File: src/rtl/mem_arbiter.sv
// Arbiter sharing one single-ported memory between the fetch (I) and memory (D) stages.
// Optional MEM_ARBITER_PERF_EN adds wrapping grant/conflict/kill performance counters.
module mem_arbiter #(
   parameter int unsigned AW           = 32,
   parameter int unsigned DW           = 32,
   parameter int unsigned STARVE_LIMIT = 4
) (
   input  logic            clk,
   input  logic            reset_n,
   input  logic            i_req,
   input  logic [AW-1:0]   i_addr,
   input  logic            i_kill,
   output logic [DW-1:0]   i_rdata,
   output logic            i_ready,
   input  logic            d_req,
   input  logic            d_we,
   input  logic [AW-1:0]   d_addr,
   input  logic [DW-1:0]   d_wdata,
   input  logic [DW/8-1:0] d_be,
   output logic [DW-1:0]   d_rdata,
   output logic            d_ready,
   output logic            mem_req,
   output logic            mem_we,
   output logic [AW-1:0]   mem_addr,
   output logic [DW-1:0]   mem_wdata,
   output logic [DW/8-1:0] mem_be,
   input  logic [DW-1:0]   mem_rdata,
   input  logic            mem_ready,
   output logic            stall_f,
   output logic            stall_m
`ifdef MEM_ARBITER_PERF_EN
   ,
   output logic [31:0]     perf_i_grants,
   output logic [31:0]     perf_d_grants,
   output logic [31:0]     perf_conflicts,
   output logic [31:0]     perf_killed
`endif
);

   localparam int unsigned BW        = DW / 8;
   localparam logic [3:0]  StarveMax = 4'(STARVE_LIMIT);

   typedef enum logic [1:0] {StIdle, StBusyI, StBusyD} state_e;

   state_e           state_q, state_d;
   logic             killed_q, killed_d;
   logic [3:0]       starve_cnt_q, starve_cnt_d;
   logic             mem_we_q, mem_we_d;
   logic [AW-1:0]    mem_addr_q, mem_addr_d;
   logic [DW-1:0]    mem_wdata_q, mem_wdata_d;
   logic [BW-1:0]    mem_be_q, mem_be_d;
   logic             grant_i, grant_d, kill_done;

   always_comb begin
      state_d      = state_q;
      killed_d     = killed_q;
      starve_cnt_d = starve_cnt_q;
      mem_we_d     = mem_we_q;
      mem_addr_d   = mem_addr_q;
      mem_wdata_d  = mem_wdata_q;
      mem_be_d     = mem_be_q;
      grant_i      = 1'b0;
      grant_d      = 1'b0;
      kill_done    = 1'b0;
      i_ready      = 1'b0;
      d_ready      = 1'b0;

      unique case (state_q)
         StIdle: begin
            if (i_req && !i_kill && (!d_req || starve_cnt_q == StarveMax)) begin
               grant_i     = 1'b1;
               state_d     = StBusyI;
               mem_we_d    = 1'b0;
               mem_addr_d  = i_addr;
               mem_wdata_d = '0;
               mem_be_d    = '1;
            end else if (d_req) begin
               grant_d     = 1'b1;
               state_d     = StBusyD;
               mem_we_d    = d_we;
               mem_addr_d  = d_addr;
               mem_wdata_d = d_wdata;
               mem_be_d    = d_be;
            end
         end
         StBusyI: begin
            if (mem_ready) begin
               // A kill landing in the completion cycle also swallows the response.
               kill_done = killed_q | i_kill;
               i_ready   = ~kill_done;
               killed_d  = 1'b0;
               state_d   = StIdle;
            end else if (i_kill) begin
               killed_d = 1'b1;
            end
         end
         StBusyD: begin
            if (mem_ready) begin
               d_ready = 1'b1;
               state_d = StIdle;
            end
         end
         default: state_d = StIdle;
      endcase

      if (grant_i || !i_req) begin
         starve_cnt_d = '0;
      end else if (grant_d && !i_kill && starve_cnt_q != StarveMax) begin
         starve_cnt_d = starve_cnt_q + 4'd1;
      end
   end

   always_ff @(posedge clk) begin
      if (!reset_n) begin
         state_q      <= StIdle;
         killed_q     <= 1'b0;
         starve_cnt_q <= '0;
         mem_we_q     <= 1'b0;
         mem_addr_q   <= '0;
         mem_wdata_q  <= '0;
         mem_be_q     <= '0;
      end else begin
         state_q      <= state_d;
         killed_q     <= killed_d;
         starve_cnt_q <= starve_cnt_d;
         mem_we_q     <= mem_we_d;
         mem_addr_q   <= mem_addr_d;
         mem_wdata_q  <= mem_wdata_d;
         mem_be_q     <= mem_be_d;
      end
   end

   assign mem_req   = (state_q != StIdle);
   assign mem_we    = mem_we_q;
   assign mem_addr  = mem_addr_q;
   assign mem_wdata = mem_wdata_q;
   assign mem_be    = mem_be_q;
   assign i_rdata   = mem_rdata;
   assign d_rdata   = mem_rdata;
   assign stall_f   = i_req & ~i_ready;
   assign stall_m   = d_req & ~d_ready;

`ifdef MEM_ARBITER_PERF_EN
   logic [31:0] perf_i_grants_q, perf_i_grants_d;
   logic [31:0] perf_d_grants_q, perf_d_grants_d;
   logic [31:0] perf_conflicts_q, perf_conflicts_d;
   logic [31:0] perf_killed_q, perf_killed_d;

   always_comb begin
      perf_i_grants_d  = perf_i_grants_q + {31'd0, grant_i};
      perf_d_grants_d  = perf_d_grants_q + {31'd0, grant_d};
      perf_conflicts_d = perf_conflicts_q + {31'd0, (state_q == StIdle) & i_req & d_req};
      perf_killed_d    = perf_killed_q + {31'd0, kill_done};
   end

   always_ff @(posedge clk) begin
      if (!reset_n) begin
         perf_i_grants_q  <= '0;
         perf_d_grants_q  <= '0;
         perf_conflicts_q <= '0;
         perf_killed_q    <= '0;
      end else begin
         perf_i_grants_q  <= perf_i_grants_d;
         perf_d_grants_q  <= perf_d_grants_d;
         perf_conflicts_q <= perf_conflicts_d;
         perf_killed_q    <= perf_killed_d;
      end
   end

   assign perf_i_grants  = perf_i_grants_q;
   assign perf_d_grants  = perf_d_grants_q;
   assign perf_conflicts = perf_conflicts_q;
   assign perf_killed    = perf_killed_q;
`endif

endmodule

File: config.mk
export PLATFORM = sky130hd
export DESIGN_NAME = mem_arbiter
export DESIGN_NICKNAME = d
export VERILOG_FILES = /design/src/rtl/mem_arbiter.sv
export SDC_FILE = /design/constraint.sdc
export NUM_CORES = 1
export LEC_CHECK = 0
export CORE_UTILIZATION = 31
export DETAILED_ROUTE_END_ITERATION = 8
export PLACE_DENSITY = 0.89
export SKIP_CTS_REPAIR_TIMING = 1
export SLEW_MARGIN = 10
export SYNTH_ARGS = -nofsm -noshare
export SYNTH_HDL_FRONTEND = slang
export SYNTH_SLANG_ARGS = --single-unit
File: constraint.sdc
create_clock -name clk -period 1.4 [get_ports clk]
set_input_delay 0.42 -clock clk [delete_from_list [all_inputs] [get_ports clk]]
set_output_delay 0.42 -clock clk [all_outputs]
set_load 0.02 [all_outputs]
Fig. 1: sizing map
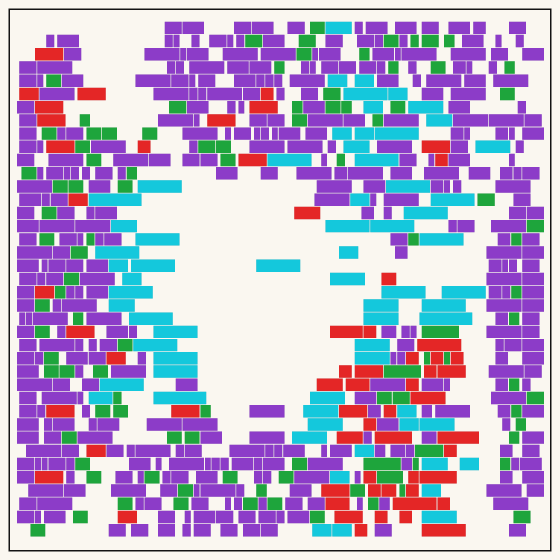
[drive 1 or less] purple | cells: 399 | most used: clkdlybuf4s50_1
[drive 2] green | cells: 101 | most used: a21oi_2
[drive 3 to 4] red | cells: 60 | most used: buf_4
[drive 6 and up] cyan | cells: 66 | most used: clkbuf_16

Fig. 2: wires at chosen ports, followed through buffers
Bar = 20 um.
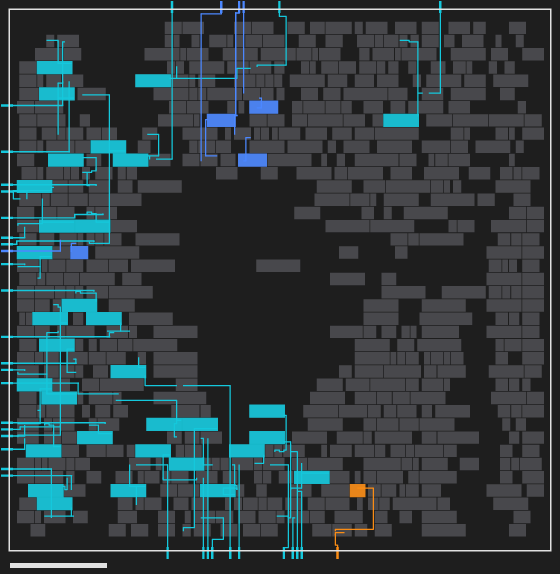
[mem_addr] cyan | bits: 32 | direction: output | edge: 19 west, 10 south, 3 north | end cells: 32 | buffers: 32 | wire: 999 um
[d_be] blue | bits: 4 | direction: input | edge: 3 north, 1 west | end cells: 4 | buffers: 4 | wire: 113 um
[stall_f] orange | bits: 1 | direction: output | edge: south | end cells: 1 | buffers: 1 | wire: 25.4 um

Fig. 3: signal wires by layer
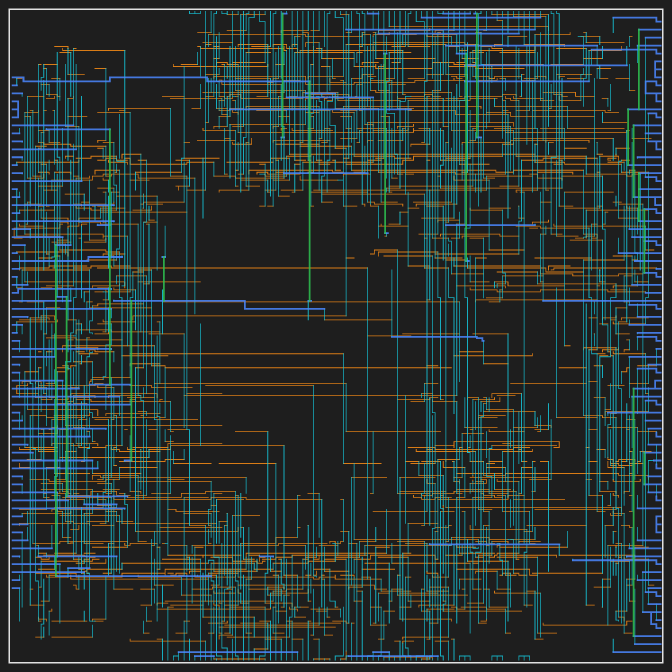
[met4] green | wire length: 416 um
[met2] cyan | wire length: 8420 um
[met1] orange | wire length: 5830 um
[met3] blue | wire length: 1220 um

Fig. 4: placement by cell class
Fill, decap, tap and diode cells in gray.
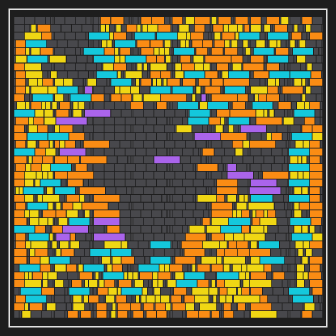
[clock drivers and dummy loads] purple | cells: 16 | share of their area: 5.0%
[flip-flops] cyan | cells: 76 | share of their area: 22%
[other buffers and delay cells] orange | cells: 247 | share of their area: 43%
[all other logic] yellow | cells: 287 | share of their area: 31%

==> power breakdown <==
part           switching, mW  leakage, nW  internal [mW]
logic                   1.27         2.97           1.37
clock network          0.922        0.169           1.79
registers              0.118        0.629           2.38
==> layer usage <==
layer  wire length, um  part of all wire [%]  track usage, %
met3              1220                   7.7            6.83
met5                 0                     0               0
met2              8420                    53            30.5
met1              5830                    37            19.5
met4               416                   2.6            7.84
==> through the flow <==
step	worst slack (ns)	TNS, ns	hold slack, ns	util [%]
finish	-0.297	-8.34	0.436	62.9
global route	-0.343	-12.03	0.425	62.9
CTS	-0.868	-45.87	0.418	49.4
detailed placement	-0.815	-50.29	0.446	46.4
global placement	-0.789	-46.55	0.441	46.4
floorplan	-0.0261	-0.111	0.458	-
==> kinds of logic (layout without fill, tap and decap cells) <==
logic type / after synthesis / count (layout) / synth area share (%)
AOI/OAI and AO/OA: 144 / 147 / 22.1
xor gates and xnor gates: 2 / 2 / 0.475
adders and majority gates: 5 / 5 / 1.69
buffers and inverters: 103 / 269 / 19.0
DFF: 76 / 76 / 41.2
muxes: 1 / 1 / 0.271
and+or+nand+nor: 126 / 126 / 15.3
==> worst register-to-register path, cell delays in order, from the launching register on <==
cell                        delay [ns]
sky130_fd_sc_hd__dfxtp_2          0.34
sky130_fd_sc_hd__inv_2            0.05
sky130_fd_sc_hd__buf_4            0.14
sky130_fd_sc_hd__ha_4             0.16
sky130_fd_sc_hd__buf_8            0.14
sky130_fd_sc_hd__o21ai_4          0.09
sky130_fd_sc_hd__buf_12           0.17
sky130_fd_sc_hd__clkbuf_16        0.17
sky130_fd_sc_hd__nand2_1          0.09
sky130_fd_sc_hd__a21oi_2          0.16
==> summary.rpt <==
==================================================================================
Status .............................................................. finished, violations left
Violations in the final reports ..................................... DRC, setup timing
Total number of warnings across the stage logs ......................           31
Final critical delay including setup and external delays ............      1.70 ns
Launch point of the worst hold path .................................      reset_n
Distinct lib cells ..................................................           34
Slew Limit Headroom .................................................        81.9%
Layout Nets .........................................................          765
Horizontal die size .................................................       111 um
Initial DRC Count ...................................................          228
Type of the worst setup path ........................................ flop to output port
Critical Path Source ................................................   state_q[1]
Core outline area ...................................................    11500 um2
Total clock sinks ...................................................           76
Final ANT Viol Nets .................................................            0
Fill cell total of the finished layout ..............................          888
Via total after detailed routing ....................................         3960
Transition time at the pin with the least slew margin ...............     0.271 ns
Root buffer cell .................................................... sky130_fd_sc_hd__clkbuf_16
Dominant cell type by area after synthesis .......................... sky130_fd_sc_hd__dfxtp_1
Clock tree from TritonCTS ...........................................          yes
Most frequently used cell type in the post-synthesis netlist ........ sky130_fd_sc_hd__a21oi_1
Depth of the worst register-to-register path ........................            9
Number of enable-type register cells in the synthesized netlist .....            0
Worst-case setup margin in the final layout .........................    -0.297 ns
Tally of non-filler cells in the final layout .......................          769
Arrival time worst endpoint .........................................      1.28 ns
Number of stages on the worst hold path .............................            2
Pre-antenna DRT Iters ...............................................            9
Logic share of the area .............................................        29.6%
Final Hold Violating Endpoints ......................................            0
Number of tap cells added at floorplan ..............................          143
Highest-count cells in the layout ignoring fill and taps ............ sky130_fd_sc_hd__clkdlybuf4s50_1 (101), sky130_fd_sc_hd__dfxtp_1 (72), sky130_fd_sc_hd__dlymetal6s2s_1 (71)
Number of flip-flops and latches ....................................           76
Leakage power .......................................................      3.77 nW
Number of maximum-capacitance violations ............................            0
Wirelength per Cell .................................................      20.6 um
Synthesized area per cell ...........................................     8.08 um2
Top cell types by occurrence after synthesis ........................ sky130_fd_sc_hd__a21oi_1 (81), sky130_fd_sc_hd__dfxtp_1 (76), sky130_fd_sc_hd__buf_4 (69)
Cell count along the critical path ..................................            6
Final Setup Violations ..............................................           80
Via count of the first global-routing pass ..........................         3585
Biggest area cells .................................................. sky130_fd_sc_hd__dfxtp_1 (41%), sky130_fd_sc_hd__buf_4 (14%), sky130_fd_sc_hd__a21oi_1 (11%), sky130_fd_sc_hd__nand2_1 (6.8%), sky130_fd_sc_hd__nand3_1 (4.9%)
Total number of multi-input combinational cells .....................          281
Worst-path cell chain ............................................... inv_2 -> ha_4 -> nand2_2 -> nor3_4 -> nor2b_2 -> buf_6
Fraction of area in non-clock buffers ...............................        41.6%
Half-perimeter wire length after placement ..........................      7730 um
Share of cell area taken by flip-flops and latches ..................        21.1%
Crit-path slowest cell .............................................. sky130_fd_sc_hd__dfxtp_2
Count of unresolved DRC violations after routing ....................           40
Standard-cell rows ..................................................           39
Family with the most delay on the worst path ........................   flip-flops
Initial cell density of the core ....................................        32.1%
Power density relative to cell area .................................  1080 nW/um2
Area used by multi-input combinational logic ........................     2150 um2
Worst hold path type ................................................ input pin to flop
Worst r2r dst ....................................................... mem_wdata[10]
Share of final-layout standard cells stronger than drive strength 1 .        36.3%
Buffer depth of the longest clock path ..............................            2
Post-synth top flop ................................................. sky130_fd_sc_hd__dfxtp_1
Placed Cells incl. Taps .............................................          708
Clock slew seen by the registers of the worst setup and hold paths ..      0.06 ns
H-tree depth reported by CTS ........................................            3
Share of async-settable or async-resettable flops after synthesis ...           0%
Initial antenna violation count .....................................            0
Highest fanout seen on the critical path ............................            3
Layout clock buffers ................................................           10
Count of non-CTS buffers in the layout ..............................          247
Count of inserted antenna diode cells ...............................            0
Final-layout clock-cell area share ..................................        4.84%
Startpoint of the lowest-slack register-to-register path ............   state_q[1]
TritonCTS Buffers ...................................................            9
Latest clock arrival within the worst-skew pair .....................      0.33 ns
First-pass GRT wire length ..........................................     17600 um
Flops out of synthesis ..............................................           76
Peak clock frequency supported by timing ............................      589 MHz
Sequential cell area ................................................     1530 um2
Biggest cell delay along the critical path ..........................      0.34 ns
Area-dominant cell class after layout ...............................      buffers
Hold-critical path endpoint ......................................... mem_wdata[26]
Data required time of the critical path .............................      0.98 ns
Gr ovfl total .......................................................            0
Unrepaired setup endpoints after global routing .....................         true
Buf/Inv on CP .......................................................            2
Gate count after technology mapping .................................          457
Mapped cell area ....................................................     3690 um2
==================================================================================
Power and IR drop assume default switching activity.
